### Met1 routing

Scale bar: 50 µm. Supply wires on this layer in gray.
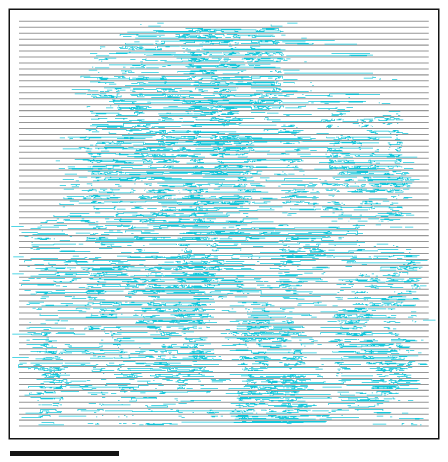
### Metal 2

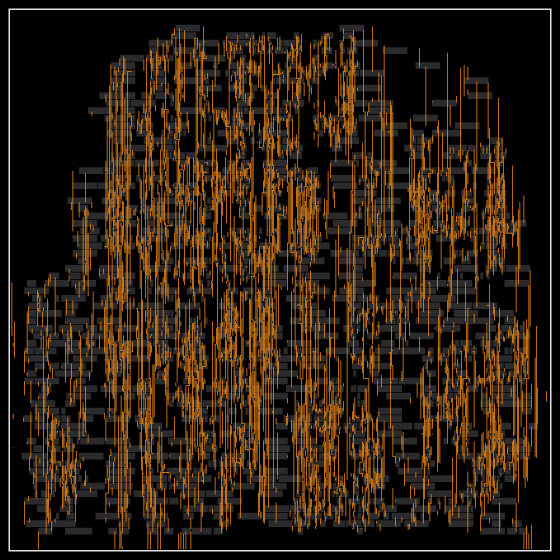
### config.mk
export PLATFORM = sky130hd
export DESIGN_NAME = median_filter_3x3
export DESIGN_NICKNAME = d
export VERILOG_FILES = /design/src/rtl/median_filter_3x3_pkg.sv /design/src/rtl/median_filter_3x3_sort3.sv /design/src/rtl/median_filter_3x3.sv
export SDC_FILE = /design/constraint.sdc
export NUM_CORES = 1
export LEC_CHECK = 0
export CORE_MARGIN = 4
export CORE_UTILIZATION = 41
export DETAILED_ROUTE_END_ITERATION = 8
export GPL_TIMING_DRIVEN = 0
export PLACE_DENSITY = 0.54
export SLEW_MARGIN = 20
export SYNTH_ARGS = -nofsm -noshare
export SYNTH_HDL_FRONTEND = slang
export SYNTH_SLANG_ARGS = --single-unit
### constraint.sdc
create_clock -name line_clk -period 10.1 [get_ports line_clk]
set_input_delay 1.515 -clock line_clk [delete_from_list [all_inputs] [get_ports line_clk]]
set_output_delay 1.515 -clock line_clk [all_outputs]
set_load 0.02 [all_outputs]
### src/rtl/median_filter_3x3_pkg.sv
// Shared median-filter constants, used by the line buffer and the 3x3 filter.
package median_filter_3x3_pkg;

  localparam int MF_DATA_W      = 8;
  localparam int MF_IMAGE_WIDTH = 480;
  localparam int PIPE_LAT       = 4;
  // Columns at the start of a line whose window is still incomplete.
  localparam int PASS_COLS      = 2;

endpackage

### src/rtl/median_filter_3x3_sort3.sv
// Combinational three-input unsigned sorter: max / mid / min.
module sort3 #(
  parameter int W = 8
) (
  input  logic [W-1:0] a,
  input  logic [W-1:0] b,
  input  logic [W-1:0] c,
  output logic [W-1:0] max_v,
  output logic [W-1:0] mid_v,
  output logic [W-1:0] min_v
);

  logic [W-1:0] ab_hi;
  logic [W-1:0] ab_lo;
  logic [W-1:0] r_lo;

  // Two-step compare network; on ties the earlier input wins the higher slot.
  always_comb begin
    ab_hi = (a >= b) ? a : b;
    ab_lo = (a >= b) ? b : a;
    max_v = (ab_hi >= c) ? ab_hi : c;
    r_lo  = (ab_hi >= c) ? c : ab_hi;
    mid_v = (ab_lo >= r_lo) ? ab_lo : r_lo;
    min_v = (ab_lo >= r_lo) ? r_lo : ab_lo;
  end

endmodule

### src/rtl/median_filter_3x3.sv
// 3x3 median filter: input capture, column window, column sort,
// row-stage reduction and final median, four cycles from sample to dout.
module median_filter_3x3
  import median_filter_3x3_pkg::*;
#(
  parameter int DATA_W      = MF_DATA_W,
  parameter int IMAGE_WIDTH = MF_IMAGE_WIDTH
) (
  input  logic              line_clk,
  input  logic              s_rst_n,
  input  logic              in_valid,
  input  logic              vsync,
  input  logic [DATA_W-1:0] taps0x,
  input  logic [DATA_W-1:0] taps1x,
  input  logic [DATA_W-1:0] taps2x,
  output logic [DATA_W-1:0] dout,
  output logic              dout_valid
);

  localparam int COL_W = (IMAGE_WIDTH > 1) ? $clog2(IMAGE_WIDTH) : 1;
  localparam logic [COL_W-1:0] COL_MAX = COL_W'(IMAGE_WIDTH - 1);

  logic [COL_W-1:0]           col;
  logic                       in_valid_d;

  logic                       in_v;
  logic                       in_pass;
  logic [2:0][DATA_W-1:0]     in_col;

  // win[k][r]: k=0 oldest column C0 .. k=2 newest C2, r = row
  logic [2:0][2:0][DATA_W-1:0] win;
  logic                       win_pass;
  logic [DATA_W-1:0]          win_px;

  logic [DATA_W-1:0]          cs_max [3];
  logic [DATA_W-1:0]          cs_mid [3];
  logic [DATA_W-1:0]          cs_min [3];
  logic [DATA_W-1:0]          srt_max [3];
  logic [DATA_W-1:0]          srt_mid [3];
  logic [DATA_W-1:0]          srt_min [3];
  logic                       srt_pass;
  logic [DATA_W-1:0]          srt_px;

  logic [DATA_W-1:0]          rs_max_of_mins;
  logic [DATA_W-1:0]          rs_med_of_mids;
  logic [DATA_W-1:0]          rs_min_of_maxs;
  logic [DATA_W-1:0]          max_of_mins;
  logic [DATA_W-1:0]          med_of_mids;
  logic [DATA_W-1:0]          min_of_maxs;
  logic                       row_pass;
  logic [DATA_W-1:0]          row_px;

  logic [DATA_W-1:0]          fin_med;
  logic [PIPE_LAT-1:0]        vld_sr;

  logic [DATA_W-1:0] unused_mins_mid, unused_mins_min;
  logic [DATA_W-1:0] unused_mids_max, unused_mids_min;
  logic [DATA_W-1:0] unused_maxs_max, unused_maxs_mid;
  logic [DATA_W-1:0] unused_fin_max, unused_fin_min;

  // Column position within the line: saturating count, cleared at line end or vsync.
  always_ff @(posedge line_clk or negedge s_rst_n) begin
    if (!s_rst_n) begin
      col        <= '0;
      in_valid_d <= 1'b0;
    end else begin
      in_valid_d <= in_valid;
      if (vsync || (!in_valid && in_valid_d))
        col <= '0;
      else if (in_valid && (col != COL_MAX))
        col <= col + 1'b1;
    end
  end

  // Capture one column of taps, tagged with whether its window is incomplete.
  always_ff @(posedge line_clk or negedge s_rst_n) begin
    if (!s_rst_n) begin
      in_v    <= 1'b0;
      in_pass <= 1'b0;
      in_col  <= '0;
    end else begin
      in_v <= in_valid;
      if (in_valid) begin
        in_col  <= {taps2x, taps1x, taps0x};
        in_pass <= (int'(col) < PASS_COLS);
      end
    end
  end

  // Shift the 3-column window on each captured column; hold otherwise.
  always_ff @(posedge line_clk or negedge s_rst_n) begin
    if (!s_rst_n) begin
      win      <= '0;
      win_pass <= 1'b0;
      win_px   <= '0;
    end else if (in_v) begin
      win      <= {in_col, win[2:1]};
      win_pass <= in_pass;
      win_px   <= in_col[1];
    end
  end

  for (genvar k = 0; k < 3; k++) begin : g_col_sort
    sort3 #(.W(DATA_W)) u_col_sort (
      .a     (win[k][0]),
      .b     (win[k][1]),
      .c     (win[k][2]),
      .max_v (cs_max[k]),
      .mid_v (cs_mid[k]),
      .min_v (cs_min[k])
    );
  end

  // Register the per-column sort results.
  always_ff @(posedge line_clk or negedge s_rst_n) begin
    if (!s_rst_n) begin
      for (int k = 0; k < 3; k++) begin
        srt_max[k] <= '0;
        srt_mid[k] <= '0;
        srt_min[k] <= '0;
      end
      srt_pass <= 1'b0;
      srt_px   <= '0;
    end else begin
      for (int k = 0; k < 3; k++) begin
        srt_max[k] <= cs_max[k];
        srt_mid[k] <= cs_mid[k];
        srt_min[k] <= cs_min[k];
      end
      srt_pass <= win_pass;
      srt_px   <= win_px;
    end
  end

  sort3 #(.W(DATA_W)) u_mins (
    .a (srt_min[0]), .b (srt_min[1]), .c (srt_min[2]),
    .max_v (rs_max_of_mins), .mid_v (unused_mins_mid), .min_v (unused_mins_min)
  );

  sort3 #(.W(DATA_W)) u_mids (
    .a (srt_mid[0]), .b (srt_mid[1]), .c (srt_mid[2]),
    .max_v (unused_mids_max), .mid_v (rs_med_of_mids), .min_v (unused_mids_min)
  );

  sort3 #(.W(DATA_W)) u_maxs (
    .a (srt_max[0]), .b (srt_max[1]), .c (srt_max[2]),
    .max_v (unused_maxs_max), .mid_v (unused_maxs_mid), .min_v (rs_min_of_maxs)
  );

  // Register the row-stage reduction.
  always_ff @(posedge line_clk or negedge s_rst_n) begin
    if (!s_rst_n) begin
      max_of_mins <= '0;
      med_of_mids <= '0;
      min_of_maxs <= '0;
      row_pass    <= 1'b0;
      row_px      <= '0;
    end else begin
      max_of_mins <= rs_max_of_mins;
      med_of_mids <= rs_med_of_mids;
      min_of_maxs <= rs_min_of_maxs;
      row_pass    <= srt_pass;
      row_px      <= srt_px;
    end
  end

  sort3 #(.W(DATA_W)) u_final (
    .a (max_of_mins), .b (med_of_mids), .c (min_of_maxs),
    .max_v (unused_fin_max), .mid_v (fin_med), .min_v (unused_fin_min)
  );

  // Output register: median, or the raw centre-row pixel while the window fills.
  always_ff @(posedge line_clk or negedge s_rst_n) begin
    if (!s_rst_n)
      dout <= '0;
    else
      dout <= row_pass ? row_px : fin_med;
  end

  // Valid tracking alongside the data stages; gaps propagate unchanged.
  always_ff @(posedge line_clk or negedge s_rst_n) begin
    if (!s_rst_n)
      vld_sr <= '0;
    else
      vld_sr <= {vld_sr[PIPE_LAT-2:0], in_v};
  end

  assign dout_valid = vld_sr[PIPE_LAT-1];

endmodule

==> flow_metrics.tcl <==
# implementation run metrics
set metrics [dict create \
    holdWs_ns 0.344 \
    path_length_in_cells_of_the_critical_path 27 \
    grt_overflow_total 0 \
    criticalPathCategory "reg2reg" \
    timing.reg2reg.setup_slack_ns 3.21 \
    post_cts_buffers 0 \
    fp_util 0.417 \
    yosysWarnings 0 \
    critPathCaptureType "register" \
    worst_slew_pin_slew_ns 0.743 \
    grt_pass1_wl_um 64000 \
    ff2ff_path_depth 27 \
    synth-compound-area-share 0.180 \
    fin_crit_ns 6.89 \
    clockBufferDepth 3 \
    final_hold_viol_count 0 \
    synth_sequential_area_ratio 0.406 \
    syn_nets 1676 \
    finalWeightedCongestion 0.921 \
    dieArea_mm2 0.0382 \
    core_area_mm2 0.0346 \
    critPathMostFrequentCell "o21ai_0" \
    clk_pin_slew_ns 0.06 \
    reg2reg_from "win_px[2]" \
    grt_start_max_net_pins 101 \
    cap_viol_max_count 0 \
    ys_cells 1487 \
    hold_depth 0 \
    cts.hold.buffers_added 0 \
    critPathTopFamily "AND-OR/OR-AND gates" \
    via_per_inst 5.60 \
    timing.final.ws_setup_ns 3.21 \
    synthMuxAreaShare 0.102 \
    number_of_resized_instances_in_the_post_cts_repair_step 0 \
    postSynthRegisterBits 234 \
    simple_gate_portion_of_the_synthesized_area 0.115 \
    number_of_buffers_added_by_the_clock_tree_synthesis_step 27 \
    cells_after_dpl 1980 \
    port_buffers 36 \
    syn_inst 1487 \
    area.growth.synth_to_final_pct 12.8 \
    clock_insertion_delay_worst_skew_ns 0.55 \
    synth-main-ff-cell "dfrtp_1" \
    grt_setup_unrepaired "no" \
    globalRouteTotalUtil 0.211 \
    length_of_the_first_detailed_routing_pass_in_iterations 5 \
    report.final.setup_viol 0 \
    fp_rows 68 \
    synth.logic.top_family "AND-OR/OR-AND gates" \
    nets 1743 \
    drt-initial-drc-count 665 \
    hold_path_class "reg2reg" \
    slew-limit-headroom 0.500 \
    hpwl_um 31100 \
    critPathSlowestCell "dfrtp_1" \
    finalNonFillerCells 2028 \
    synthDistinctLibCells 52 \
    antenna-diode-count 0 \
    worstPathRequired_ns 10.56 \
    log.warning_count 28 \
    worstHoldEndpoint "vld_sr[2]" \
    ys_chip_area_mm2 0.0144 \
    route.detailed.wl_per_inst_um 20.0 \
    layout.filler_cells 3332 \
    hold_path_startpoint "vld_sr[1]" \
    detail_route_antenna_nets 0 \
    postSynth.asyncResetShare 1.00 \
    worst-path-buf-inv 6 \
    enable_flop_cells 0 \
    clock-root-buffer "clkbuf_16" \
    setup_slack_placement_ns 3.36 \
    status "finished clean" \
    share_of_synthesized_cell_area_in_full_adder_half_adder_and_majority_cells 0.140 \
    grt_antenna_before_repair 1 \
    critPathMaxStageDelay_ns 0.59 \
    fmax_mhz 145 \
]
-- 'Met1 routing' (at the start) --
main direction: horizontal
nets with wire on the layer: 1,637
share of all routed wire: 45%
wire length after detailed routing: 40,500 µm
total vias in the final route: 11.4k

-- 'Metal 2' (at the start) --
wire length on this layer: 18,900 µm
nets with wire on the layer: 1,434

==> cell usage after synthesis, drive strengths merged, types with 4 or more instances <==
cell type  number  area (µm²)
nand3          73         365
nand2         145         547
clkbuf         39         146
xnor2           4        35.0
a21o           24         180
a21oi          73         414
a221oi          8        70.1
nor3            9        45.0
o41a            4        45.0
o41ai           8        96.4
nor2b           7        43.8
nand2b         21         131
o21a            8        60.1
o22a            5        43.8
mux2i          29         290
mux2          104        1180
o21ai         163         838
dfrtp         234        5860
a31oi          13        81.3
nor2           87         329
or3            10        62.6
o221a          56         631
o22ai           6        37.5
and3            8        50.1
inv           140         526
buf            21         101
and2            4        25.0
ha            161        2010
==> through the flow <==
step	utilization	setup TNS, ns
global placement	0.443	-567.30
detailed placement	0.445	0
CTS	0.470	0
finish	0.470	0
floorplan	-	0
global route	0.470	0
==> state kept, by name, indices dropped and copies added, names as in the netlist <==
name	flops
win_px	8
srt_pass	1
col	9
srt_mid	24
dout	8
min_of_maxs	8
srt_px	8
row_px	8
max_of_mins	8
in_col	24
vld_sr	4
med_of_mids	8
in_pass	1
win_pass	1
srt_max	24
win	64
row_pass	1
in_v	1
srt_min	24
==> worst max path at each step <==
stage | slack (ns) | start | to
after CTS | 3.29 | win_px[2] | srt_mid[5]
after floorplan | 4.88 | win_px[2] | srt_mid[0]
after global routing | 2.81 | win_px[2] | srt_mid[7]
final | 3.21 | win_px[2] | srt_mid[7]
after global placement | -2.47 | s_rst_n | srt_mid[20]
after detailed placement | 3.36 | win_px[2] | srt_mid[6]
==> kinds of logic after synthesis <==
kind of cell,after synthesis
AND/OR/NAND/NOR,373
XOR/XNOR,6
multiplexers,133
flip-flops,234
adder cells (fa/ha/maj),161
buffers and inverters,200
AND-OR/OR-AND,380
==> cells in the final DEF (no fill, tap or decap), drive strengths merged, types with 5 or more instances in the layout <==
cell type      instances
a21o                  24
a21oi                 73
a221oi                 8
a31oi                 13
and3                   8
buf                   24
clkbuf                74
clkdlybuf4s50         35
clkinv                10
dfrtp                234
ha                   161
inv                  141
mux2                 104
mux2i                 29
nand2                145
nand2b                21
nand3                 73
nor2                  87
nor2b                  7
nor3                   9
o21a                   8
o21ai                163
o221a                 56
o22a                   5
o22ai                  6
o41ai                  8
or3                   10
==> routing by layer <==
layer	vias to the layer above	part of all wire	routed length [µm]	track usage
li1	5449	-	-	-
met1	5542	0.45	18100	0.286
met2	280	0.47	18900	0.347
met3	86	0.048	1930	0.0276
met4	0	0.040	1630	0.0750
met5	-	0	0	0
==> cell type report <==
| type | count | area (µm²) | area share |
|---|---|---|---|
| tap | 455 | 569 | 0.0350 |
| sequential | 234 | 5860 | 0.360 |
| buffer | 60 | 248 | 0.0152 |
| clock buffer | 35 | 746 | 0.0458 |
| clock inverter | 13 | 106 | 0.00654 |
| timing repair buffer | 38 | 420 | 0.0258 |
| inverter | 140 | 526 | 0.0323 |
| multi-input combinational | 1053 | 7800 | 0.479 |
